**src/rtl/exposure_sequencer.sv**
```systemverilog
// Camera exposure timing engine: per-channel trigger windows inside one exposure cycle plus a gated strobe.
// Optional EXPOSURE_SEQ_TRIG_FILTER_EN adds a 4-sample stable-level filter on the external trigger.
module exposure_sequencer #(
   parameter int NUM_CH     = 3,
   parameter int TW         = 32,
   parameter int STROBE_REF = 0
) (
   input  logic                 aclk,
   input  logic                 aresetn,
   input  logic                 tick_us,
   input  logic                 tick_sec,
   input  logic                 external_trigger,
   input  logic                 sw_trigger,
   input  logic [1:0]           trig_mode,
   input  logic                 exposure_enable,
   input  logic [TW-1:0]        FRAME_PERIOD,
   input  logic [NUM_CH*TW-1:0] EXP_DELAY,
   input  logic [NUM_CH*TW-1:0] EXP_WIDTH,
   input  logic [TW-1:0]        STROBE_PERIOD,
   input  logic [TW-1:0]        STROBE_WIDTH,
   output logic [NUM_CH-1:0]    sensor_trigger,
   output logic                 strobe_enable,
   output logic                 busy,
   output logic [15:0]          frame_count,
   output logic                 trig_missed
);

   typedef enum logic [0:0] {ST_IDLE = 1'b0, ST_RUN = 1'b1} state_t;

   state_t              state_r;
   logic [TW-1:0]       frame_t_r;
   logic [TW:0]         frame_inc_s;
   logic                fr_start_s;
   logic                ext_meta_r, ext_sync_r, ext_prev_r;
   logic                ext_level_s, ext_start_s;
   logic                start_s, run_done_s, accept_s, miss_s;
   logic [TW-1:0]       delay_sh_r [NUM_CH];
   logic [TW-1:0]       width_sh_r [NUM_CH];
   logic [TW:0]         end_s      [NUM_CH];
   logic [TW:0]         end_max_s, end_max_r;
   logic [TW-1:0]       cyc_t_r;
   logic [NUM_CH-1:0]   trig_s;
   logic [TW-1:0]       strobe_t_r;
   logic [TW:0]         strobe_inc_s;
   logic                ref_trig_s;

   // Free-run frame timer: next value and start pulse on every reload to zero
   always_comb begin
      frame_inc_s = {1'b0, frame_t_r} + {{TW{1'b0}}, 1'b1};
      fr_start_s  = tick_sec | (tick_us & (frame_inc_s >= {1'b0, FRAME_PERIOD}));
   end

   // Frame timer register, PPS forces realignment
   always_ff @(posedge aclk or negedge aresetn) begin
      if (!aresetn)
         frame_t_r <= {TW{1'b0}};
      else if (tick_sec)
         frame_t_r <= {TW{1'b0}};
      else if (tick_us)
         frame_t_r <= (frame_inc_s >= {1'b0, FRAME_PERIOD}) ? {TW{1'b0}} : frame_inc_s[TW-1:0];
   end

   // Two-flop synchroniser and edge-detect history for the external trigger
   always_ff @(posedge aclk or negedge aresetn) begin
      if (!aresetn) begin
         ext_meta_r <= 1'b0;
         ext_sync_r <= 1'b0;
         ext_prev_r <= 1'b0;
      end else begin
         ext_meta_r <= external_trigger;
         ext_sync_r <= ext_meta_r;
         ext_prev_r <= ext_level_s;
      end
   end

`ifdef EXPOSURE_SEQ_TRIG_FILTER_EN
   logic       ext_filt_r;
   logic [1:0] filt_cnt_r;

   // Level follows the synchronised input only after four consecutive differing samples
   always_ff @(posedge aclk or negedge aresetn) begin
      if (!aresetn) begin
         ext_filt_r <= 1'b0;
         filt_cnt_r <= 2'd0;
      end else if (ext_sync_r == ext_filt_r) begin
         filt_cnt_r <= 2'd0;
      end else if (filt_cnt_r == 2'd3) begin
         ext_filt_r <= ext_sync_r;
         filt_cnt_r <= 2'd0;
      end else begin
         filt_cnt_r <= filt_cnt_r + 2'd1;
      end
   end

   assign ext_level_s = ext_filt_r;
`else
   assign ext_level_s = ext_sync_r;
`endif

   assign ext_start_s = ext_level_s & ~ext_prev_r;

   // Start source selection and FSM decisions
   always_comb begin
      case (trig_mode)
         2'd0:    start_s = fr_start_s;
         2'd1:    start_s = ext_start_s;
         2'd2:    start_s = sw_trigger;
         default: start_s = 1'b0;
      endcase
      run_done_s = ({1'b0, cyc_t_r} >= end_max_r);
      accept_s   = exposure_enable & start_s & ((state_r == ST_IDLE) | run_done_s);
      miss_s     = exposure_enable & start_s & (state_r == ST_RUN) & ~run_done_s;
   end

   // Per-channel window ends, their maximum, and the combinational channel windows
   always_comb begin
      end_max_s = {(TW+1){1'b0}};
      trig_s    = {NUM_CH{1'b0}};
      for (int i = 0; i < NUM_CH; i++) begin
         end_s[i] = {1'b0, delay_sh_r[i]} + {1'b0, width_sh_r[i]};
         if (end_s[i] > end_max_s)
            end_max_s = end_s[i];
         else
            end_max_s = end_max_s;
         trig_s[i] = (state_r == ST_RUN) && (cyc_t_r >= delay_sh_r[i]) && ({1'b0, cyc_t_r} < end_s[i]);
      end
   end

   // Shadow copies of the timing registers, taken only when a cycle is accepted
   always_ff @(posedge aclk or negedge aresetn) begin
      if (!aresetn) begin
         for (int i = 0; i < NUM_CH; i++) begin
            delay_sh_r[i] <= {TW{1'b0}};
            width_sh_r[i] <= {TW{1'b0}};
         end
      end else if (accept_s) begin
         for (int i = 0; i < NUM_CH; i++) begin
            delay_sh_r[i] <= EXP_DELAY[i*TW +: TW];
            width_sh_r[i] <= EXP_WIDTH[i*TW +: TW];
         end
      end
   end

   // Exposure FSM; end_max is parked at all-ones on acceptance so the cycle cannot end before it is valid
   always_ff @(posedge aclk or negedge aresetn) begin
      if (!aresetn) begin
         state_r     <= ST_IDLE;
         busy        <= 1'b0;
         cyc_t_r     <= {TW{1'b0}};
         end_max_r   <= {(TW+1){1'b0}};
         frame_count <= 16'd0;
         trig_missed <= 1'b0;
      end else begin
         trig_missed <= miss_s;
         end_max_r   <= end_max_s;
         if (!exposure_enable) begin
            state_r <= ST_IDLE;
            busy    <= 1'b0;
            cyc_t_r <= {TW{1'b0}};
         end else if (accept_s) begin
            state_r     <= ST_RUN;
            busy        <= 1'b1;
            cyc_t_r     <= {TW{1'b0}};
            end_max_r   <= {(TW+1){1'b1}};
            frame_count <= frame_count + 16'd1;
         end else begin
            case (state_r)
               ST_RUN: begin
                  if (run_done_s) begin
                     state_r <= ST_IDLE;
                     busy    <= 1'b0;
                  end else if (tick_us) begin
                     cyc_t_r <= cyc_t_r + {{(TW-1){1'b0}}, 1'b1};
                  end
               end
               ST_IDLE: begin
                  busy <= 1'b0;
               end
               default: begin
                  state_r <= ST_IDLE;
                  busy    <= 1'b0;
               end
            endcase
         end
      end
   end

   assign ref_trig_s   = sensor_trigger[STROBE_REF];
   assign strobe_inc_s = {1'b0, strobe_t_r} + {{TW{1'b0}}, 1'b1};

   // Registered channel outputs, strobe timer and strobe output
   always_ff @(posedge aclk or negedge aresetn) begin
      if (!aresetn) begin
         sensor_trigger <= {NUM_CH{1'b0}};
         strobe_enable  <= 1'b0;
         strobe_t_r     <= {TW{1'b0}};
      end else if (!exposure_enable) begin
         sensor_trigger <= {NUM_CH{1'b0}};
         strobe_enable  <= 1'b0;
         strobe_t_r     <= {TW{1'b0}};
      end else begin
         sensor_trigger <= trig_s;
         strobe_enable  <= ref_trig_s && (strobe_t_r < STROBE_WIDTH);
         if (!ref_trig_s)
            strobe_t_r <= {TW{1'b0}};
         else if (tick_us)
            strobe_t_r <= (strobe_inc_s >= {1'b0, STROBE_PERIOD}) ? {TW{1'b0}} : strobe_inc_s[TW-1:0];
      end
   end

endmodule

```
**config.mk**
```make
export PLATFORM = sky130hd
export DESIGN_NAME = exposure_sequencer
export DESIGN_NICKNAME = d
export VERILOG_FILES = /design/src/rtl/exposure_sequencer.sv
export SDC_FILE = /design/constraint.sdc
export NUM_CORES = 1
export LEC_CHECK = 0
export ABC_AREA = 1
export CAP_MARGIN = 10
export CELL_PAD_IN_SITES_DETAIL_PLACEMENT = 0
export CELL_PAD_IN_SITES_GLOBAL_PLACEMENT = 1
export CORE_AREA = 2 2 283 285
export DETAILED_ROUTE_END_ITERATION = 8
export DIE_AREA = 0 0 285 287
export HOLD_SLACK_MARGIN = 0.12
export PLACE_DENSITY_LB_ADDON = 0.1
export SLEW_MARGIN = 20
export SYNTH_ARGS = -nofsm -noshare
export SYNTH_HDL_FRONTEND = slang
export SYNTH_SLANG_ARGS = --single-unit
```
**constraint.sdc**
```tcl
create_clock -name aclk -period 6.32 [get_ports aclk]
set_input_delay 0.632 -clock aclk [delete_from_list [all_inputs] [get_ports aclk]]
set_output_delay 0.632 -clock aclk [all_outputs]
set_load 0.01 [all_outputs]
```
clock_map.png
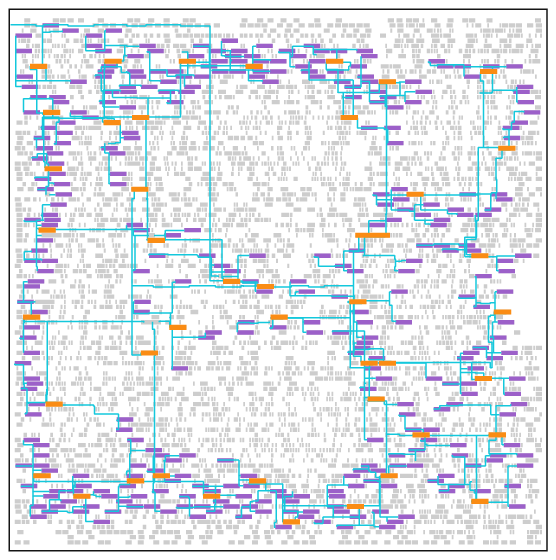
[clock wires] cyan | length: 5780 um
[cells driving clock nets] orange | count: 45
[flip-flops] purple | count: 347
flops lie: widely spread
routed clock nets: 46
Final Skew: 0.0372 ns
Clk network pwr share: 17.4%
Clock Power: 2.73 mW

final_clocks.png
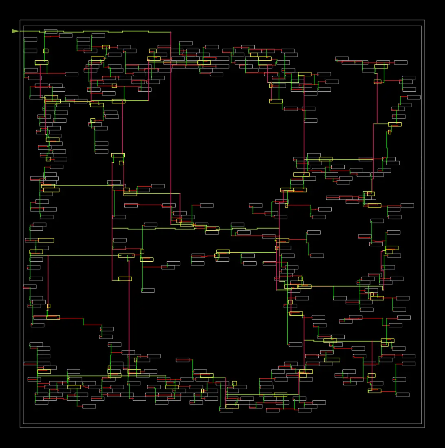
CTS Buf Count: 45
Seq cells: 347

==> Changelog: implementation <==
## Implementation

- Asr flop ratio synth: 100%
- Setup repair bufs after CTS: 0
- Critical Path Start Type: flip-flop
- Mapped Area: 33700 um2
- Worst-path fanout max: 33
- GR Util All Layers: 29.6%
- Status: finished, final reports clean
- Die width: 285 um
- Met2 usage: 53.6%
- Top flop regs: delay_sh_r: 96 flops, width_sh_r: 96 flops, end_max_r: 33 flops
- Final core utilization: 50.6%
- Router iterations before antenna repair: 6
- Antenna cells: 0
- Initial antenna violation count: 3
- WHS: 0.353 ns
- Most frequent logic cell in the layout: nand2_1
- Largest stage delay, worst path: 0.37 ns
- Root Buffer: clkbuf_16
- Commonest cells in the netlist: 1393 x nand2_1, 660 x inv_1, 482 x ha_1
- Number of enable flip-flop cells: 0
- WL met3: 5.57 mm
- Via count: 33445
- Most frequent cells in the layout: 1392 x nand2_1, 659 x inv_1, 482 x ha_1
- Post-synth seq share: 25.8%
- Buffers on Ports: 318
- Number of cells in Yosys stat: 4895
- Cell area leaders: dfrtp_1 26%, ha_1 18%, nand2_1 16%
- Row cnt: 103
- Place WS: 0.354 ns
- Sum Neg Setup Slack: 0 ns
- DRT Wirelength: 122 mm
- Critical path's most frequent cell: nand2_1
- FP Util: 42.9%
- GPL Wtd Cong: 0.970
- Final tally of setup violations: 0
- WP data required: 6.77 ns
drive_strength.png
Scale bar: 100 um.
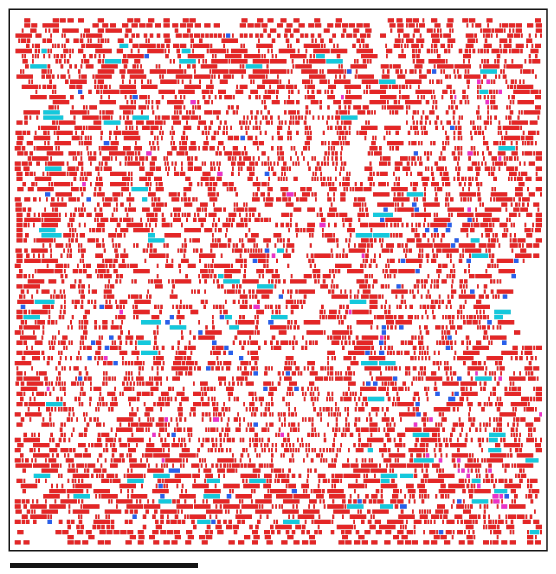
[drive 2] magenta | cells: 46 | share: 0.88% | most used: or2_2
[drive 1 or less] red | cells: 5007 | share: 96% | most used: nand2_1
[drive 3 to 4] blue | cells: 91 | share: 1.7% | most used: buf_4
[drive 6 and up] cyan | cells: 78 | share: 1.5% | most used: clkbuf_16
Layout area overhead: 18.1%
Non-CTS buffers: 409
setup slack after layout: 0.556 ns
final instance area: 39800 um2

repair_timing:
item                                    in CTS  in global routing
hold buffers                                 1                  0
endpoints found under the setup margin       0                 33
gates resized                                0                 10
endpoints found under the hold margin       49                  0
where the power goes:
| group | switching [mW] | total (mW) | internal (mW) |
|---|---|---|---|
| Sequential | 0.364 | 3.08 | 2.71 |
| Combinational | 6.39 | 9.86 | 3.47 |
| Clock | 1.13 | 2.73 | 1.60 |
| Total | 7.89 | 15.7 | 7.78 |
layout make-up:
type                       count  area [um2]
clock buffer                  56        1260
inverter                     664        2500
tap                         1050        1310
fill                        8226       38800
multi-input combinational   3721       21800
timing repair buffer         409        3970
clock inverter                25         320
sequential                   347        8680
final timing paths:
check,slack (ns),to,from,cells past startpoint
worst max-delay path,0.56,end_max_r[29]$_DFF_PN0_,delay_sh_r[32]$_DFFE_PN0P_,35
worst min-delay path,0.35,ext_level_s$_DFF_PN0_,ext_meta_r$_DFF_PN0_,0
worst max register to register,0.56,end_max_r[29]$_DFF_PN0_,delay_sh_r[32]$_DFFE_PN0P_,35
worst min register to register,0.35,ext_level_s$_DFF_PN0_,ext_meta_r$_DFF_PN0_,0
max in group asynchronous,4.48,width_sh_r[13]$_DFFE_PN0P_,aresetn,3
min in group asynchronous,0.51,frame_t_r[16]$_DFFE_PN0P_,aresetn,2
cells by family (layout without fill, tap and decap cells):
logic type / after synthesis / count (layout) / synth area share [%]
and+or+nand+nor: 2546 / 2546 / 33.4
DFF: 347 / 347 / 25.8
adders and majority gates: 485 / 485 / 18.1
AOI/OAI and AO/OA: 511 / 511 / 8.36
buffers and inverters: 827 / 1154 / 9.80
xor gates and xnor gates: 179 / 179 / 4.65
Power figures rest on the tool's default switching activity, not on a simulated workload.
